**Run 1: cells colored by class**

Fill, decap, tap and diode cells in gray.
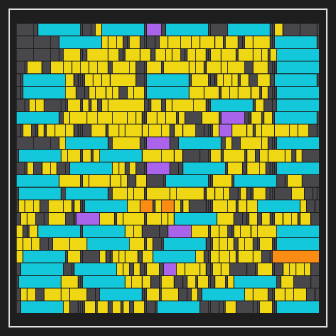
**Run 1: cells by drive strength**

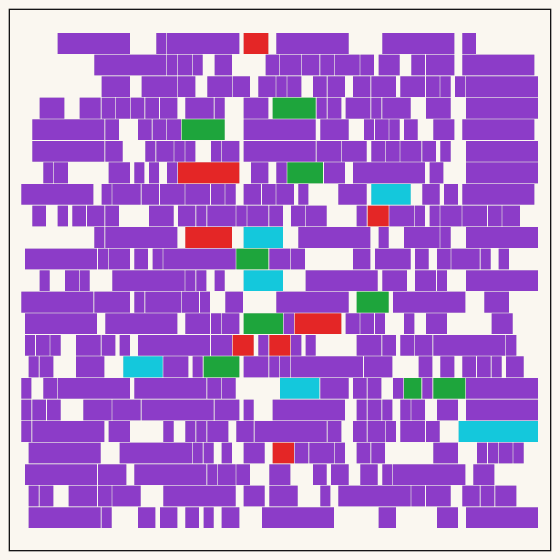
**Run 1: cell outlines without signal wires**

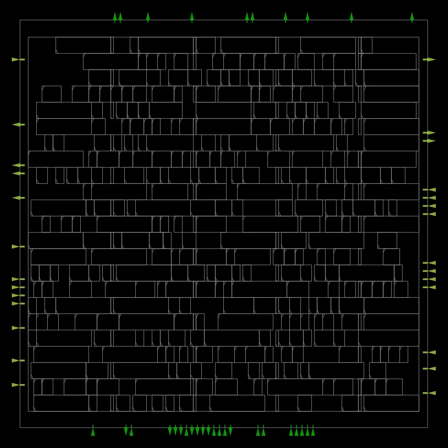
--- src/rtl/scan_cfg_pkg.sv ---
`default_nettype none
// ==========================================================================
// scan_cfg_pkg : shared state encoding and chain indices for scan loading
// Rev 1.0
// ==========================================================================
package scan_cfg_pkg;

    localparam int CNT_W_DEF  = 16;

    localparam int CHAIN_CLB  = 0;
    localparam int CHAIN_CONN = 1;

    typedef enum logic [2:0] {
        ST_IDLE    = 3'd0,
        ST_FETCH   = 3'd1,
        ST_SHIFT   = 3'd2,
        ST_RELEASE = 3'd3,
        ST_FIN     = 3'd4
    } state_e;

endpackage
`default_nettype wire

--- src/rtl/scan_serializer.sv ---
`default_nettype none
// ==========================================================================
// scan_serializer : holds one configuration word and presents it LSB-first
// Rev 1.0
// ==========================================================================
module scan_serializer #(
    parameter int DATA_W = 8
) (
    input  logic              clk,
    input  logic              reset,
    input  logic              load_i,
    input  logic              advance_i,
    input  logic [DATA_W-1:0] data_i,
    output logic              bit_o,
    output logic              last_o
);

    localparam int IDX_W = (DATA_W > 1) ? $clog2(DATA_W) : 1;

    logic [DATA_W-1:0] word_q, word_d;
    logic [IDX_W-1:0]  idx_q,  idx_d;

    always_comb begin
        word_d = word_q;
        idx_d  = idx_q;
        if (load_i) begin
            word_d = data_i;
            idx_d  = '0;
        end else if (advance_i) begin
            word_d = word_q >> 1;
            idx_d  = idx_q + IDX_W'(1);
        end
    end

    always_ff @(posedge clk or negedge reset) begin
        if (!reset) begin
            word_q <= '0;
            idx_q  <= '0;
        end else begin
            word_q <= word_d;
            idx_q  <= idx_d;
        end
    end

    assign bit_o  = word_q[0];
    assign last_o = (idx_q == IDX_W'(DATA_W - 1));

endmodule
`default_nettype wire

--- src/rtl/scan_cfg_loader.sv ---
`default_nettype none
// ==========================================================================
// scan_cfg_loader : streams configuration words into one fabric scan chain,
// optionally verifies old contents, then releases the fabric.  Rev 1.0
// ==========================================================================
module scan_cfg_loader
    import scan_cfg_pkg::*;
#(
    parameter int NUM_CHAINS = 2,
    parameter int DATA_W     = 8,
    parameter int CNT_W      = CNT_W_DEF,
    parameter int RST_CYCLES = 2,
    // One spare code point so an out-of-range select can be expressed and rejected.
    localparam int SEL_W     = $clog2(NUM_CHAINS + 1)
) (
    input  logic                  clk,
    input  logic                  reset,
    input  logic                  start,
    input  logic [SEL_W-1:0]      chain_sel,
    input  logic [CNT_W-1:0]      bit_count,
    input  logic                  verify,
    input  logic [DATA_W-1:0]     cfg_data,
    input  logic                  cfg_valid,
    output logic                  cfg_ready,
    output logic [NUM_CHAINS-1:0] scan_en,
    output logic [NUM_CHAINS-1:0] scan_in,
    input  logic [NUM_CHAINS-1:0] scan_out,
    output logic                  busy,
    output logic                  done,
    output logic                  err,
    output logic [CNT_W-1:0]      mismatch_cnt,
    output logic                  fabric_clk_en,
    output logic                  fabric_reset
);

    localparam int RC_W = (RST_CYCLES > 1) ? $clog2(RST_CYCLES) : 1;
    localparam logic [NUM_CHAINS-1:0] CHAIN0 = NUM_CHAINS'(1);

    state_e           state_q, state_d;
    logic [SEL_W-1:0] sel_q, sel_d;
    logic [CNT_W-1:0] rem_q, rem_d;
    logic [CNT_W-1:0] mism_q, mism_d;
    logic [RC_W-1:0]  rel_q, rel_d;
    logic             verify_q, verify_d;
    logic             err_q, err_d;
    logic             clk_en_q, clk_en_d;

    logic                  ser_load, ser_adv, ser_bit, ser_last;
    logic [NUM_CHAINS-1:0] sel_onehot;
    logic                  ret_bit;

    scan_serializer #(
        .DATA_W    (DATA_W)
    ) u_ser (
        .clk       (clk),
        .reset     (reset),
        .load_i    (ser_load),
        .advance_i (ser_adv),
        .data_i    (cfg_data),
        .bit_o     (ser_bit),
        .last_o    (ser_last)
    );

    assign sel_onehot = (state_q == ST_SHIFT) ? (CHAIN0 << sel_q) : '0;
    assign ret_bit    = |(scan_out & sel_onehot);

    always_comb begin
        state_d  = state_q;
        sel_d    = sel_q;
        rem_d    = rem_q;
        mism_d   = mism_q;
        rel_d    = rel_q;
        verify_d = verify_q;
        err_d    = err_q;
        clk_en_d = clk_en_q;
        ser_load = 1'b0;
        ser_adv  = 1'b0;

        case (state_q)
            ST_IDLE: begin
                if (start) begin
                    sel_d    = chain_sel;
                    rem_d    = bit_count;
                    verify_d = verify;
                    err_d    = 1'b0;
                    mism_d   = '0;
                    clk_en_d = 1'b0;
                    if ((bit_count == '0) || (chain_sel >= SEL_W'(NUM_CHAINS))) begin
                        err_d   = 1'b1;
                        state_d = ST_FIN;
                    end else begin
                        state_d = ST_FETCH;
                    end
                end
            end
            ST_FETCH: begin
                if (cfg_valid) begin
                    ser_load = 1'b1;
                    state_d  = ST_SHIFT;
                end
            end
            ST_SHIFT: begin
                ser_adv = 1'b1;
                rem_d   = rem_q - CNT_W'(1);
                if (verify_q && (ser_bit != ret_bit) && (mism_q != '1)) begin
                    mism_d = mism_q + CNT_W'(1);
                end
                // The last bit may also be the last mismatch, so err looks at mism_d.
                if (rem_q == CNT_W'(1)) begin
                    state_d  = ST_RELEASE;
                    clk_en_d = 1'b1;
                    rel_d    = '0;
                    if (mism_d != '0) begin
                        err_d = 1'b1;
                    end
                end else if (ser_last) begin
                    state_d = ST_FETCH;
                end
            end
            ST_RELEASE: begin
                if (rel_q == RC_W'(RST_CYCLES - 1)) begin
                    state_d = ST_FIN;
                end else begin
                    rel_d = rel_q + RC_W'(1);
                end
            end
            ST_FIN: begin
                state_d = ST_IDLE;
            end
            default: begin
                state_d = ST_IDLE;
            end
        endcase
    end

    always_ff @(posedge clk or negedge reset) begin
        if (!reset) begin
            state_q  <= ST_IDLE;
            sel_q    <= '0;
            rem_q    <= '0;
            mism_q   <= '0;
            rel_q    <= '0;
            verify_q <= 1'b0;
            err_q    <= 1'b0;
            clk_en_q <= 1'b0;
        end else begin
            state_q  <= state_d;
            sel_q    <= sel_d;
            rem_q    <= rem_d;
            mism_q   <= mism_d;
            rel_q    <= rel_d;
            verify_q <= verify_d;
            err_q    <= err_d;
            clk_en_q <= clk_en_d;
        end
    end

    assign cfg_ready     = (state_q == ST_FETCH);
    assign busy          = (state_q != ST_IDLE);
    assign done          = (state_q == ST_FIN);
    assign fabric_reset  = (state_q == ST_RELEASE);
    assign fabric_clk_en = clk_en_q;
    assign err           = err_q;
    assign mismatch_cnt  = mism_q;
    assign scan_en       = sel_onehot;
    assign scan_in       = sel_onehot & {NUM_CHAINS{ser_bit}};

endmodule
`default_nettype wire

--- config.mk ---
export PLATFORM = sky130hd
export DESIGN_NAME = scan_cfg_loader
export DESIGN_NICKNAME = d
export VERILOG_FILES = /design/src/rtl/scan_cfg_pkg.sv /design/src/rtl/scan_serializer.sv /design/src/rtl/scan_cfg_loader.sv
export SDC_FILE = /design/constraint.sdc
export NUM_CORES = 1
export LEC_CHECK = 0
export ABC_CLOCK_PERIOD_IN_PS = 5520
export CORE_UTILIZATION = 71
export CTS_BUF_LIST = sky130_fd_sc_hd__clkbuf_4 sky130_fd_sc_hd__clkbuf_8
export CTS_CLUSTER_SIZE = 20
export DETAILED_ROUTE_END_ITERATION = 6
export DONT_BUFFER_PORTS = 1
export PLACE_DENSITY = 0.87
export SLEW_MARGIN = 20
export SYNTH_ARGS = -nofsm -noshare
export SYNTH_HDL_FRONTEND = slang
export SYNTH_SLANG_ARGS = --single-unit
--- constraint.sdc ---
create_clock -name clk -period 5.52 [get_ports clk]
set_input_delay 0.552 -clock clk [delete_from_list [all_inputs] [get_ports clk]]
set_output_delay 0.552 -clock clk [all_outputs]
set_load 0.01 [all_outputs]
==> results.sh, run 1 <==
# implementation run metrics
export IMPL_outcome="finished clean"
export IMPL_cp_end_kind="primary output"
export IMPL_tapcell_inserted=50
export IMPL_hold_class="primary input to asynchronous set/reset pin"
export IMPL_route_vias_total=2819
export IMPL_gr_usage_all_layers_pct=33.7
export IMPL_num_clock_buffers=6
export IMPL_rsz_0062_raised_after_global_routing="no"
export IMPL_swShare_pct=43.0
export IMPL_height_of_the_die_um=68.2
export IMPL_power_top_group="sequential cells"
export IMPL_max_stage_delay_ns=0.46
export IMPL_design_seq_count=52
export IMPL_clock_latency_late_pin_ns=0.30
export IMPL_portBuffers=0
export IMPL_final_design_area_no_fill_mm2=0.00324
export IMPL_synth_yosys_chip_area_mm2=0.00311
export IMPL_comb_power_uw=581
export IMPL_crit_cells=4
export IMPL_main_flop_type="dfrtp_1"
export IMPL_dp_slack_ns=2.87
export IMPL_cp_startpoint="state_q[2]$_DFFE_PN0P_"
export IMPL_p_int_uw=818
export IMPL_nets_at_floorplan=390
export IMPL_final_signal_buffer_count=3
export IMPL_leakagePower_nw=1.36
export IMPL_synth_edff_count=0
export IMPL_first_global_vias=2556
export IMPL_power_net_switching_uw=618
export IMPL_lay_top_count="dfrtp_1"
export IMPL_setup_ws_ns=2.73
export IMPL_layout_top_cells="dfrtp_1 (52), nand2_1 (45), o21ai_0 (35), nor2_1 (32), a21oi_1 (15)"
export IMPL_crit_path_end="scan_in[1]"
export IMPL_tightestPinTransition_ns=0.823
export IMPL_post_layout_total_power_mw=1.44
export IMPL_placement_rows=23
export IMPL_worstReg2RegStart="mismatch_cnt[0]$_DFFE_PN0P_"
export IMPL_fp_dieArea_mm2=0.00464
export IMPL_fmax_mhz=358
export IMPL_path_class="flop to primary output"
export IMPL_cp_data_required_time_ns=4.97
export IMPL_comb_multi_input_count=272
export IMPL_detail_route_vias_per_cell=7.14
export IMPL_syn_mean_instance_area_um2=8.83
export IMPL_timing_hold_violations_final=0
export IMPL_synth_seq_cells=52
export IMPL_crit_family="simple AND/OR/NAND/NOR gates"
export IMPL_synthesis_area_mm2=0.00311
export IMPL_power_density_mw_per_mm2=443
export IMPL_worstSetupStartpointType="flop"
export IMPL_numCtsBuffers=5
export IMPL_drcViolationCount=0
export IMPL_clockPowerShare_pct=15.5
export IMPL_critical_path_slowest_cell="dfrtp_1"
export IMPL_detail_route_antenna_nets=0
export IMPL_buf_share_pct=1.31
export IMPL_power_share_combinational_pct=40.5
export IMPL_clock_cell_area_share_pct=2.86
export IMPL_dpl_hpwl_mm=5.10
export IMPL_ys_warn_count=0
export IMPL_p_seq_share_pct=44.0
export IMPL_regToRegSetupSlack_ns=2.77
export IMPL_first_iter_violations=368
export IMPL_max_cap_violations=0
export IMPL_comb_area_mm2=0.00170
export IMPL_die_w_um=68.2
export IMPL_cp_data_arrival_time_ns=2.24
export IMPL_nNonClkInverters=10
export IMPL_synthesis_instances=352
export IMPL_cts_htree_levels=2
export IMPL_comb_share_pct=52.6
export IMPL_timing_final_max_slew_violations=0
export IMPL_cts_root_buffer_cell="clkbuf_8"
export IMPL_synth_async_reset_ratio_pct=100
export IMPL_yosysSeqAreaShare_pct=41.9
export IMPL_diodes=0
export IMPL_tightest_slew_margin_relative_to_the_limit_pct=44.9
export IMPL_per_cell_routed_wire_length_um=19.0
export IMPL_drive_above_1_share_pct=6.67
export IMPL_clk_path_buf_depth=2
export IMPL_post_dp_cell_area_mm2=0.00312
export IMPL_layout_cells_non_filler=395
export IMPL_flow_area_growth_from_synthesis_pct=4.27
export IMPL_grt_start_max_net_pins=53
export IMPL_seq_power_uw=632
export IMPL_design_final_nets=382
export IMPL_setup_violations_final=0
export IMPL_cts_post_setup_buffers_inserted=0
export IMPL_post_route_min_period_ns=2.79
export IMPL_gp_congestion=0.959
export IMPL_power_attributed_to_the_clock_group_uw=223
export IMPL_synth_stat_cells=352
export IMPL_period_used_pct=50.6
export IMPL_drt_total_wl_mm=7.50
export IMPL_grt_first_pass_wirelength_mm=11.6
-- 'cells colored by class' (at the start) --
| class | color | cells | share of their area |
|---|---|---|---|
| remaining buffers and delay cells | orange | 3 | 1.3% |
| clock drivers and dummy loads | purple | 8 | 2.9% |
| sequential cells | cyan | 52 | 41% |
| combinational and other logic | yellow | 282 | 55% |

-- 'cells by drive strength' (at the start) --
| size | color | cells | share |
|---|---|---|---|
| _6 and larger | cyan | 6 | 1.7% |
| _0 and _1 cells | purple | 322 | 93% |
| _2 cells | green | 9 | 2.6% |
| _3 and _4 cells | red | 8 | 2.3% |

-- 'cell outlines without signal wires' (at the start) --
# fillers: 268
register share of the cell area: 40.2%
final core utilization: 79.3%

[run 1: Yosys cell counts, types with 3 or more instances]
master / n / share of area (%)
nor2_1: 32 / 3.9
xnor2_1: 3 / 0.85
clkbuf_1: 12 / 1.4
and2_1: 6 / 1.2
nor3b_1: 7 / 1.7
dfrtp_1: 52 / 42
buf_1: 4 / 0.48
xor2_1: 3 / 0.85
nand4_1: 4 / 0.81
nand2_1: 45 / 5.4
a31oi_1: 5 / 1.0
ha_1: 5 / 2.0
a21oi_1: 15 / 2.4
nand3_1: 14 / 2.3
or3_1: 6 / 1.2
nor3_1: 9 / 1.4
inv_1: 10 / 1.2
nor2b_1: 4 / 0.81
o311ai_0: 3 / 0.85
mux2i_1: 14 / 4.5
nor4_1: 6 / 1.2
o21ai_0: 35 / 5.6
a221o_1: 3 / 0.97
o31ai_1: 6 / 1.4
or4_1: 3 / 0.72
[run 1: logic make-up after synthesis]
logic type,synth area share (%)
multiplexers,5.32
AND/OR/NAND/NOR,26.7
adder cells (fa/ha/maj),2.01
flip-flops,41.9
buffers and inverters,3.46
XOR/XNOR,1.69
AND-OR/OR-AND,18.9
[run 1: timing repair]
item	4_1_cts	5_1_grt
hold endpoints to repair	52	0
gates resized	0	0
hold buffers	1	0
[run 1: layer usage]
| metal | GRT usage, % | vias up | share of wire, % |
|---|---|---|---|
| met3 | 7.67 | 25 | 9.6 |
| met1 | 40.8 | 1328 | 41 |
| met4 | 14.1 | 0 | 1.9 |
| met5 | 0 | - | 0 |
| li1 | - | 1278 | - |
| met2 | 57.4 | 188 | 48 |
[run 1: state kept, by name (all words and copies together) (netlist names)]
register	count
err	1
fabric_clk_en	1
mismatch_cnt	16
rel_q	1
rem_q	16
sel_q	2
state_q	3
u_ser.idx_q	3
u_ser.word_q	8
verify_q	1
==> run 2, diff against run 1 <==
- ABC_CLOCK_PERIOD_IN_PS: 5520 -> 2500
- CORE_UTILIZATION: 71 -> 60
- PLACE_DENSITY: 0.87 -> 0.79
- clock period: 5.52 -> 2.5 ns (I/O delays scaled with it)
==> results.sh, run 2 <==
# implementation run metrics
export IMPL_outcome="finished clean"
export IMPL_crit_family="simple AND/OR/NAND/NOR gates"
export IMPL_gr_usage_all_layers_pct=29.5
export IMPL_tapcell_inserted=67
export IMPL_synth_async_reset_ratio_pct=100
export IMPL_per_cell_routed_wire_length_um=16.9
export IMPL_die_w_um=74.0
export IMPL_synth_stat_cells=352
export IMPL_tightestPinTransition_ns=0.563
export IMPL_number_of_antenna_violations_at_the_first_check_in_global_routing=0
export IMPL_ys_warn_count=0
export IMPL_path_class="flop to flop"
export IMPL_top_post_synthesis_cells_by_count="dfrtp_1 (52), nand2_1 (45), o21ai_0 (35)"
export IMPL_main_flop_type="dfrtp_1"
export IMPL_irDropWorstVdd_v=0.000709
export IMPL_dp_slack_ns=0.105
export IMPL_syn_mean_instance_area_um2=8.83
export IMPL_leakagePower_nw=1.52
export IMPL_synth_yosys_chip_area_mm2=0.00311
export IMPL_cts_htree_levels=2
export IMPL_worst_path_buf_inv=0
export IMPL_dp_cells=432
export IMPL_dpl_hpwl_mm=5.33
export IMPL_detail_route_vias_per_cell=6.43
export IMPL_post_layout_total_power_mw=3.30
export IMPL_max_stage_delay_ns=0.44
export IMPL_post_route_min_period_ns=2.39
export IMPL_nNonClkInverters=10
export IMPL_post_dp_cell_area_mm2=0.00336
export IMPL_clk_path_buf_depth=2
export IMPL_first_iter_violations=291
export IMPL_placement_rows=25
export IMPL_final_signal_buffer_count=33
export IMPL_clock_sinks=52
export IMPL_setup_ws_ns=0.112
export IMPL_dr_pass1_iters=5
export IMPL_diodes=0
export IMPL_most_common_cell="dfrtp_1"
export IMPL_synthesis_instances=352
export IMPL_synthesis_area_mm2=0.00311
export IMPL_drt_total_wl_mm=7.49
export IMPL_final_design_area_no_fill_mm2=0.00350
export IMPL_grt_overflow=0
export IMPL_swShare_pct=41.5
export IMPL_drcViolationCount=0
export IMPL_layout_cells_non_filler=442
export IMPL_crit_cells=7
export IMPL_numCtsBuffers=5
export IMPL_synth_seq_cells=52
export IMPL_cp_data_required_time_ns=2.68
export IMPL_design_final_nets=412
export IMPL_stage_log_warnings=27
export IMPL_detail_route_antenna_nets=0
export IMPL_fmax_mhz=419
export IMPL_finalClockSkew_ns=0.00531
export IMPL_cp_end_kind="flop"
export IMPL_layout_top_cells="dfrtp_1 (52), nand2_1 (45), o21ai_0 (35), nor2_1 (32), buf_4 (31)"
export IMPL_power_net_switching_mw=1.37
export IMPL_drive_above_1_share_pct=13.9
export IMPL_cell_type_with_the_largest_total_area_after_synthesis="dfrtp_1"
export IMPL_critical_path_peak_fanout=7
export IMPL_yosys_cell_types_count=57
export IMPL_yosysTopAreaCellShare_pct=41.9
export IMPL_comb_multi_input_count=272
export IMPL_power_density_mw_per_mm2=942
export IMPL_critical_path_slowest_cell="or3b_1"
export IMPL_worstSetupStartpointType="flop"
export IMPL_route_vias_total=2844
export IMPL_fillCellCount=374
export IMPL_clock_latency_late_pin_ns=0.30
export IMPL_cp_data_arrival_time_ns=2.56
export IMPL_setup_tns_final_ns=0
export IMPL_buf_share_pct=7.73
export IMPL_design_seq_count=52
export IMPL_max_cap_violations=0
export IMPL_comb_share_pct=48.8
export IMPL_comb_area_mm2=0.00171
export IMPL_period_used_pct=95.5
export IMPL_grt_first_pass_wirelength_mm=12.3
export IMPL_cts_root_buffer_cell="clkbuf_8"
export IMPL_synthTopCellsByArea="dfrtp_1 (42%), o21ai_0 (5.6%), nand2_1 (5.4%)"
export IMPL_core_area_mm2=0.00485
export IMPL_rsz_0062_raised_after_global_routing="no"
export IMPL_timing_hold_violations_final=0
export IMPL_finish_utilization_pct=72.1
export IMPL_worst_setup_hold_path_clk_slew_ns=0.10
export IMPL_power_share_combinational_pct=43.7
export IMPL_flow_area_growth_from_synthesis_pct=12.6
export IMPL_cts_tree="done"
export IMPL_grt_start_max_net_pins=53
export IMPL_floorplan_core_util_pct=64.1
export IMPL_clockPowerShare_pct=15.2
export IMPL_yosysSeqAreaShare_pct=41.9
export IMPL_r2r_cells=7
export IMPL_fp_dieArea_mm2=0.00547
export IMPL_gp_congestion=0.871
export IMPL_synth_edff_count=0
export IMPL_dominant_cells="logic gates"
export IMPL_hold_class="primary input to flop"
export IMPL_cp_cell_sequence="or3b_1 -> nor3_4 -> mux2_4 -> or3_1 -> and3_1 -> nor4_1 -> a31oi_1"
export IMPL_sh_seq_area_pct=37.2
export IMPL_nets_at_floorplan=390
export IMPL_setup_violations_final=0
export IMPL_lay_top_count="dfrtp_1"
export IMPL_timing_final_max_slew_violations=0
export IMPL_p_seq_share_pct=41.1
export IMPL_p_int_mw=1.93
export IMPL_height_of_the_die_um=74.0
export IMPL_clock_cell_area_share_pct=2.79
export IMPL_post_route_worst_hold_slack_ns=0.0581
export IMPL_hold_depth=2
export IMPL_first_global_vias=2580
export IMPL_tightest_slew_margin_relative_to_the_limit_pct=62.5
export IMPL_regArea_mm2=0.00130
export IMPL_num_clock_buffers=6
run 2: cell counts after synthesis:
Identical to the previous run, type by type.
run 2: final timing paths:
check / to / from / slack, ns
worst max-delay path: err$_DFFE_PN0P_ / state_q[2]$_DFFE_PN0P_ / 0.11
worst min-delay path: sel_q[0]$_DFFE_PN0P_ / chain_sel[0] / 0.06
worst max register to register: err$_DFFE_PN0P_ / state_q[2]$_DFFE_PN0P_ / 0.11
worst min register to register: rem_q[7]$_DFFE_PN0P_ / rem_q[7]$_DFFE_PN0P_ / 0.50
max in group asynchronous: mismatch_cnt[2]$_DFFE_PN0P_ / reset / 1.81
min in group asynchronous: rem_q[5]$_DFFE_PN0P_ / reset / 0.47
run 2: cell families after synthesis:
family          Yosys count  synth area share, %
simple gates            155                 26.7
buf+inv                  28                 3.46
flops                    52                 41.9
mux                      16                 5.32
compound gates           90                 18.9
xor+xnor                  6                 1.69
fa+ha+maj                 5                 2.01
run 2: power by group through the flow:
stage	sequential (mW)	clock (mW)	combinational, mW
2_1_floorplan	1.33	0	1.01
3_5_place_dp	1.36	0	1.40
5_1_grt	1.38	0.549	1.60
3_3_place_gp	1.35	0	1.36
4_1_cts	1.35	0.509	1.43
6_report	1.35	0.502	1.44
run 2: timing repair:
| action | CTS | global route |
|---|---|---|
| buffers inserted | 0 | 0 |
| setup endpoints to repair | 0 | 1 |
| hold endpoints to repair | 52 | 0 |
| gates resized | 0 | 1 |
| hold buffers | 2 | 0 |
run 2: metal layers:
| metal | global-route usage, % | vias up | share of wire [%] |
|---|---|---|---|
| met5 | 0 | - | 0 |
| met4 | 8.33 | 0 | 1.7 |
| met3 | 7.72 | 12 | 8.3 |
| met2 | 45.4 | 134 | 47 |
| met1 | 41.6 | 1356 | 43 |
| li1 | - | 1342 | - |
**Run 2: port wiring**

Bar = 20 um.
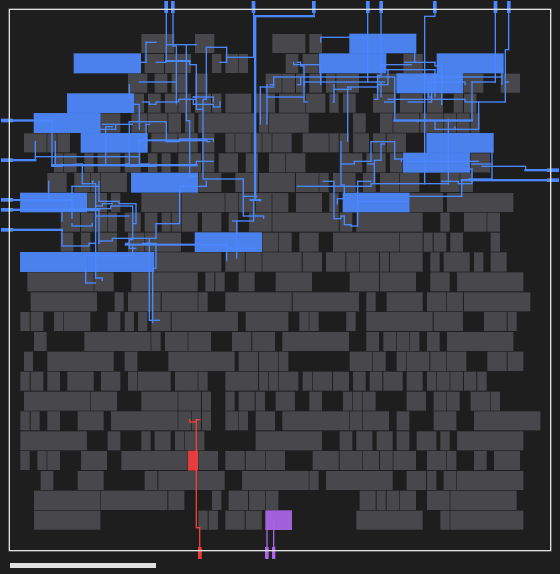
| port | color | bits | direction | edge | end cells | buffers | wire |
|---|---|---|---|---|---|---|---|
| mismatch_cnt | blue | 16 | output | 9 top, 5 left, 2 right | 16 | 15 | 911 um |
| fabric_reset | red | 1 | output | bottom | 1 | 0 | 20.3 um |
| scan_out | purple | 2 | input | bottom | 1 | 0 | 7.50 um |
Port-buffer cells: 0
number of top-level design ports: 59

No activity file was given, so power comes from the tool's default toggle rates.
